### Clock network drawn from the DEF

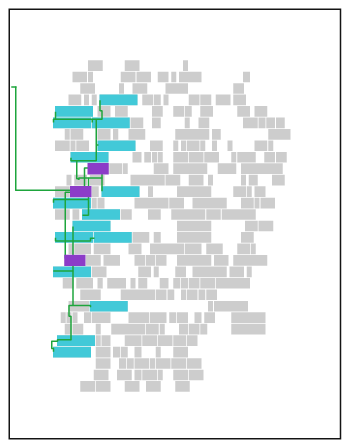
### Nets reached from selected ports

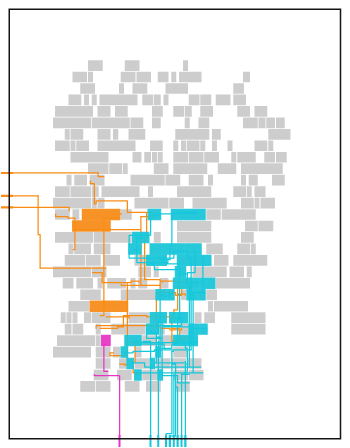
### Routed metal, one color a layer

Scale bar: 20 um.
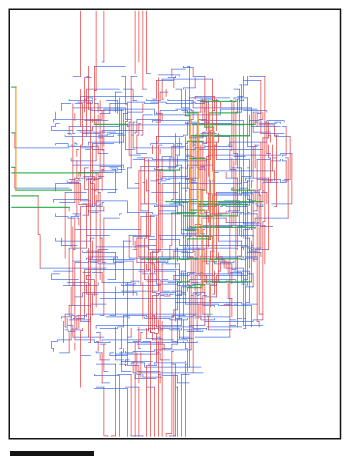
### Pin map

Pins as bars across the die edge, other pins in gray.
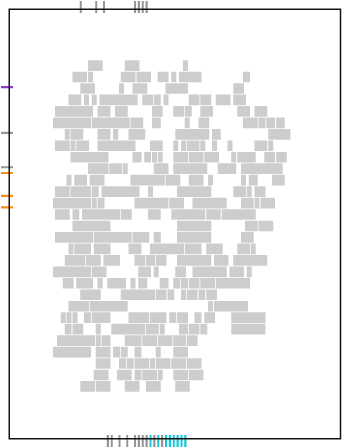
### src/rtl/axis_rr_pkg.sv
// rtl/axis_rr_pkg.sv - shared types and helpers for the round-robin packet arbiter
package axis_rr_pkg;

    localparam int CHANNEL_NUM_DEFAULT = 8;
    localparam int MAX_CHANNELS        = 32;

    typedef enum logic {
        IDLE   = 1'b0,
        LOCKED = 1'b1
    } rr_state_t;

    function automatic logic [MAX_CHANNELS-1:0] onehot_from_idx(input int unsigned idx);
        logic [MAX_CHANNELS-1:0] oh;
        oh      = '0;
        oh[idx] = 1'b1;
        return oh;
    endfunction

endpackage

### src/rtl/axis_round_robin_arbiter_if.sv
// rtl/axis_round_robin_arbiter_if.sv - request/grant bundle between the streams and the arbiter
interface axis_round_robin_arbiter_if
    import axis_rr_pkg::*;
#(
    parameter int CHANNEL_NUM = CHANNEL_NUM_DEFAULT
);
    localparam int IDX_WIDTH = $clog2(CHANNEL_NUM);

    logic [CHANNEL_NUM-1:0] s_axis_tvalid;
    logic [CHANNEL_NUM-1:0] s_axis_tlast;
    logic                   m_axis_tready;
    logic [CHANNEL_NUM-1:0] sel_o;
    logic [IDX_WIDTH-1:0]   grant_idx_o;
    logic                   grant_active_o;

    modport master (
        input  s_axis_tvalid,
        input  s_axis_tlast,
        input  m_axis_tready,
        output sel_o,
        output grant_idx_o,
        output grant_active_o
    );

    modport slave (
        output s_axis_tvalid,
        output s_axis_tlast,
        output m_axis_tready,
        input  sel_o,
        input  grant_idx_o,
        input  grant_active_o
    );

endinterface

### src/rtl/rr_priority_encoder.sv
// rtl/rr_priority_encoder.sv - first set bit of (req & ~mask) searching upward from ptr, wrapping
module rr_priority_encoder #(
    parameter int CHANNEL_NUM = 8
) (
    input  logic [CHANNEL_NUM-1:0]         req_i,
    input  logic [CHANNEL_NUM-1:0]         mask_i,
    input  logic [$clog2(CHANNEL_NUM)-1:0] ptr_i,
    output logic                           found_o,
    output logic [$clog2(CHANNEL_NUM)-1:0] idx_o
);
    localparam int IDX_WIDTH = $clog2(CHANNEL_NUM);

    logic [CHANNEL_NUM-1:0] eligible;
    logic [IDX_WIDTH-1:0]   ch;

    assign eligible = req_i & ~mask_i;

    // Scan from lowest priority to highest so the last hit is the winner.
    always_comb begin
        found_o = 1'b0;
        idx_o   = '0;
        ch      = '0;
        for (int off = CHANNEL_NUM - 1; off >= 0; off--) begin
            ch = IDX_WIDTH'((int'(ptr_i) + off) % CHANNEL_NUM);
            if (eligible[ch]) begin
                found_o = 1'b1;
                idx_o   = ch;
            end
        end
    end

endmodule

### src/rtl/axis_round_robin_arbiter.sv
// rtl/axis_round_robin_arbiter.sv - packet-level round-robin grant for the AXI-Stream mux select
module axis_round_robin_arbiter
    import axis_rr_pkg::*;
#(
    parameter int CHANNEL_NUM = CHANNEL_NUM_DEFAULT
) (
    input  logic                              clk_i,
    input  logic                              rst_i,
    axis_round_robin_arbiter_if.master        arb_if
);
    localparam int IDX_WIDTH = $clog2(CHANNEL_NUM);

    rr_state_t              state_q, state_d;
    logic [CHANNEL_NUM-1:0] sel_q, sel_d;
    logic [IDX_WIDTH-1:0]   grant_idx_q, grant_idx_d;
    logic [IDX_WIDTH-1:0]   ptr_q, ptr_d;
    logic                   active_q, active_d;

    logic [CHANNEL_NUM-1:0] enc_mask;
    logic [IDX_WIDTH-1:0]   enc_ptr;
    logic [IDX_WIDTH-1:0]   enc_idx;
    logic                   enc_found;
    logic [IDX_WIDTH-1:0]   after_grant;
    logic                   release_w;

    assign after_grant = (grant_idx_q == IDX_WIDTH'(CHANNEL_NUM - 1)) ? '0
                                                                      : grant_idx_q + IDX_WIDTH'(1);

    assign release_w = (state_q == LOCKED)
                     & arb_if.s_axis_tvalid[grant_idx_q]
                     & arb_if.m_axis_tready
                     & arb_if.s_axis_tlast[grant_idx_q];

    // One encoder serves both paths: in IDLE it scans from ptr, on release it
    // scans from the channel after the finishing one with that channel masked.
    always_comb begin
        enc_mask = '0;
        enc_ptr  = ptr_q;
        if (state_q == LOCKED) begin
            enc_mask = CHANNEL_NUM'(onehot_from_idx(32'(grant_idx_q)));
            enc_ptr  = after_grant;
        end
    end

    rr_priority_encoder #(
        .CHANNEL_NUM (CHANNEL_NUM)
    ) u_enc (
        .req_i   (arb_if.s_axis_tvalid),
        .mask_i  (enc_mask),
        .ptr_i   (enc_ptr),
        .found_o (enc_found),
        .idx_o   (enc_idx)
    );

    always_comb begin
        state_d     = state_q;
        sel_d       = sel_q;
        grant_idx_d = grant_idx_q;
        ptr_d       = ptr_q;
        active_d    = active_q;
        case (state_q)
            IDLE: begin
                if (enc_found) begin
                    state_d     = LOCKED;
                    sel_d       = CHANNEL_NUM'(onehot_from_idx(32'(enc_idx)));
                    grant_idx_d = enc_idx;
                    active_d    = 1'b1;
                end
            end
            LOCKED: begin
                if (release_w) begin
                    ptr_d = after_grant;
                    if (enc_found) begin
                        sel_d       = CHANNEL_NUM'(onehot_from_idx(32'(enc_idx)));
                        grant_idx_d = enc_idx;
                    end else begin
                        state_d     = IDLE;
                        sel_d       = '0;
                        grant_idx_d = '0;
                        active_d    = 1'b0;
                    end
                end
            end
            default: begin
                state_d     = IDLE;
                sel_d       = '0;
                grant_idx_d = '0;
                active_d    = 1'b0;
            end
        endcase
    end

    always_ff @(posedge clk_i or posedge rst_i) begin
        if (rst_i) begin
            state_q     <= IDLE;
            sel_q       <= '0;
            grant_idx_q <= '0;
            ptr_q       <= '0;
            active_q    <= 1'b0;
        end else begin
            state_q     <= state_d;
            sel_q       <= sel_d;
            grant_idx_q <= grant_idx_d;
            ptr_q       <= ptr_d;
            active_q    <= active_d;
        end
    end

    assign arb_if.sel_o          = sel_q;
    assign arb_if.grant_idx_o    = grant_idx_q;
    assign arb_if.grant_active_o = active_q;

endmodule

### src/flat_wrapper.sv
// flat-port wrapper written by rule: the top's interface ports become plain ports
module axis_round_robin_arbiter_flat import axis_rr_pkg::*;
#(
    parameter int CHANNEL_NUM = CHANNEL_NUM_DEFAULT
)
  (clk_i, rst_i, arb_if_s_axis_tvalid, arb_if_s_axis_tlast, arb_if_m_axis_tready, arb_if_sel_o, arb_if_grant_idx_o, arb_if_grant_active_o);
  axis_round_robin_arbiter_if #(.CHANNEL_NUM(CHANNEL_NUM)) arb_if_i ();
  input  logic clk_i;
  input  logic rst_i;
  input wire logic [$bits(arb_if_i.s_axis_tvalid)-1:0] arb_if_s_axis_tvalid;
  input wire logic [$bits(arb_if_i.s_axis_tlast)-1:0] arb_if_s_axis_tlast;
  input wire logic [$bits(arb_if_i.m_axis_tready)-1:0] arb_if_m_axis_tready;
  output wire logic [$bits(arb_if_i.sel_o)-1:0] arb_if_sel_o;
  output wire logic [$bits(arb_if_i.grant_idx_o)-1:0] arb_if_grant_idx_o;
  output wire logic [$bits(arb_if_i.grant_active_o)-1:0] arb_if_grant_active_o;
  assign arb_if_i.s_axis_tvalid = arb_if_s_axis_tvalid;
  assign arb_if_i.s_axis_tlast = arb_if_s_axis_tlast;
  assign arb_if_i.m_axis_tready = arb_if_m_axis_tready;
  assign arb_if_sel_o = arb_if_i.sel_o;
  assign arb_if_grant_idx_o = arb_if_i.grant_idx_o;
  assign arb_if_grant_active_o = arb_if_i.grant_active_o;
  axis_round_robin_arbiter #(.CHANNEL_NUM(CHANNEL_NUM)) u_core (.clk_i(clk_i), .rst_i(rst_i), .arb_if(arb_if_i));
endmodule
### config.mk
export PLATFORM = sky130hd
export DESIGN_NAME = axis_round_robin_arbiter_flat
export DESIGN_NICKNAME = d
export VERILOG_FILES = /design/src/rtl/axis_rr_pkg.sv /design/src/rtl/axis_round_robin_arbiter_if.sv /design/src/rtl/rr_priority_encoder.sv /design/src/rtl/axis_round_robin_arbiter.sv /design/src/flat_wrapper.sv
export SDC_FILE = /design/constraint.sdc
export NUM_CORES = 1
export LEC_CHECK = 0
export CORE_ASPECT_RATIO = 1.4
export CORE_MARGIN = 10
export CORE_UTILIZATION = 45
export CTS_CLUSTER_DIAMETER = 60
export DETAILED_ROUTE_END_ITERATION = 10
export PLACE_DENSITY = 0.68
export SYNTH_ARGS = -nofsm -noshare
export SYNTH_HDL_FRONTEND = slang
export SYNTH_SLANG_ARGS = --single-unit
### constraint.sdc
create_clock -name clk_i -period 5.15 [get_ports clk_i]
set_input_delay 0.7725 -clock clk_i [delete_from_list [all_inputs] [get_ports clk_i]]
set_output_delay 0.7725 -clock clk_i [all_outputs]
set_load 0.02 [all_outputs]
==> reports/metrics.cfg <==
[global_routing]
grt_pass1_wl_um=10450
use_met3_pct=1.684
grt.busiest_layer=met2
grt_max_degree=24
antenna_found_initial=0
use_met1_pct=18.82
grt_util_all_layers_pct=16.00
first_global_vias=2010
globalRouteMet2Util_pct=28.49
overflow=0

[sta]
finalCritPeriodShare_pct=88.64
tightest_slew_ns=1.201
hold_ws_ns=0.4803
slew_headroom_pct=19.09
rsz0062_at_grt=no
fmax_ghz=0.2191
final.setup.tns_ns=0
drv_slew=0
skew_ns=0.004971
finalHoldViolations=0
fin_crit_ns=4.565
setup_viol=0

[yosys]
ys_area_sq_mm=0.002140
ys_ff=16
largest_area_cell=mux4_2
synthArstFlopShare_pct=100.0
ys_cells=217
netlist_area_sq_mm=0.002140
top_cell_area_share_pct=20.00
syn_nets=240
synth_seq_share_pct=18.71
top_cell=nand2_1
yosys-top-cells-area=mux4_2 20%, dfrtp_1 19%, mux2i_1 7.0%
edf_count=0
ys_warn_count=0
synthCells=217

[critical_path]
startpoint=u_core.arb_if.grant_idx_o[0]
crit_required_ns=5.28
worst-setup-path-type=register to register
cp-endpoint=u_core.arb_if.sel_o[3]
worstSetupEndpointType=register
r2r-end=u_core.arb_if.sel_o[3]
reg2reg_from=u_core.arb_if.grant_idx_o[0]
critPathLaunchType=register
crit_arrival_ns=4.70
path_max_fanout=23
rrSetupSlack_ns=0.58

[min_path]
hp-class=register to register

[routing]
wirelength_um=6224
drc=0
wl_per_cell_um=20.68
firstDrtPassIters=4

[layout]
nets=263
final_cells=301
combGateArea_sq_mm=0.001624
syn_to_final_growth_pct=16.78
n_fill_cell=443
flop_area_sq_um=400.4

[clock_tree]
h-tree-depth=1
cts_buffer_depth=2
cts_tree=built
ctsRootBufferMaster=clkbuf_8
clk_pin_slew_ns=0.07
cts_setup_buffers=0
numCtsBuffers=3
clock-sinks=16

[run_status]
status=complete, no violations

[placement]
hpwl_um=4928
placed_cells=297
gp_congestion=0.9387

[floorplan]
core_sq_mm=0.004572
fp_util_pct=46.80
rows=29
chipArea_sq_mm=0.007952

[flow_run]
tool_warnings=27

Back to the opening pictures, 'Clock network drawn from the DEF':
[cells driving clock nets] purple | count: 3
[clock wires] green | length: 196 um
[flip-flops] cyan | count: 16
routed clock nets: 4
clk ins delay skew pair: 0.25 ns

Back to the opening pictures, 'Nets reached from selected ports':
[`arb_if_m_axis_tready`] magenta | bits: 1 | direction: input | end cells: 1 | buffers: 1 | wire: 28.6 um
[`arb_if_grant_idx_o`] orange | bits: 3 | direction: output | end cells: 3 | buffers: 4 | wire: 369 um
[`arb_if_s_axis_tvalid`] cyan | bits: 8 | direction: input | end cells: 33 | buffers: 8 | wire: 524 um
I/O Buffers: 30
Boundary Pins: 31

Back to the opening pictures, 'Routed metal, one color a layer':
[met2] red | wire length: 3310 um
[met4] orange | wire length: 175 um
[met3] green | wire length: 257 um
[met1] blue | wire length: 2480 um

Back to the opening pictures, 'Pin map':
[`arb_if_grant_idx_o`] orange | pins: 3 | direction: output | edge: west
[`clk_i`] purple | pins: 1 | direction: input | edge: west
[`arb_if_s_axis_tvalid`] cyan | pins: 8 | direction: input | edge: south
chip width: 78.28 um
Die Y: 101.6 um

## placed cells by master, fill, tap and decap left out, drive strengths merged, types with 2 or more instances in the layout
cell type	Yosys	routed
o211ai	2	2
o22ai	2	2
a221oi	4	4
nand3	6	6
clkbuf	2	4
nand2b	5	5
nand2	31	31
o31ai	3	3
inv	5	5
ha	4	4
buf	13	3
nor2	10	10
clkdlybuf4s50	0	30
a22oi	2	2
o21a	9	9
o31a	2	2
dfrtp	16	16
mux2i	17	17
o21ai	16	16
a22o	2	2
o221ai	5	5
mux4	19	19
mux2	9	9
xnor2	3	3
o32ai	3	3
o41ai	8	8
## critical path: stages (launching register included)
cell	delay, ns
dfrtp_1	0.59
ha_1	0.22
ha_1	0.14
nor2_1	0.07
mux2i_4	0.66
ha_1	0.50
inv_1	0.24
mux4_2	0.58
a22o_1	0.25
a221o_1	0.36
a221oi_2	0.27
o32ai_1	0.21
o41ai_1	0.35
## worst min-delay path by stage
| stage | end | slack [ns] | cells past startpoint |
|---|---|---|---|
| after global routing | u_core.arb_if.sel_o[0] | 0.51 | 2 |
| after floorplan | u_core.ptr_q[2] | 0.50 | 1 |
| final | u_core.arb_if.sel_o[0] | 0.48 | 2 |
| after detailed placement | u_core.arb_if.sel_o[5] | 0.46 | 2 |
| after global placement | u_core.arb_if.sel_o[7] | 0.47 | 2 |
| after CTS | u_core.arb_if.sel_o[0] | 0.48 | 2 |
## cell families after synthesis
group / after synthesis / share of synthesized area [%]
AOI/OAI and AO/OA: 67 / 23.92
and+or+nand+nor: 62 / 14.09
muxes: 45 / 33.45
buffers and inverters: 20 / 5.380
DFF: 16 / 18.71
adders and majority gates: 4 / 2.339
xor gates and xnor gates: 3 / 2.106
## metrics by stage
stage	instance area [sq um]	setup WS [ns]	utilization [%]
after floorplan	2140	1.097	-
after global placement	2444	0.6200	53.45
after detailed placement	2444	0.5861	53.45
after CTS	2499	0.5684	54.65
after global routing	2499	0.2276	54.65
final	2499	0.5849	54.65
## registers in the layout, summed over array words and instances, names as in the netlist
register and count:
u_core.arb_if.grant_active_o 1, u_core.ptr_q 3, u_core.state_q 1, u_core.arb_if.sel_o 8, u_core.arb_if.grant_idx_o 3
## area by class of cell
class                   count  area share, %
repair buffers             33          12.92
well taps                  62          3.105
multi-input cells         181          65.00
clock buffers               4          2.203
inverters                   5         0.7511
flip-flops and latches     16          16.02
## metal layers
layer / vias to the layer above / wire length (um) / share of wire [%]
li1: 917 / - / -
met1: 944 / 2483 / 40
met2: 56 / 3309 / 53
met3: 14 / 256 / 4.1
met4: 0 / 174 / 2.8
met5: - / 0 / 0
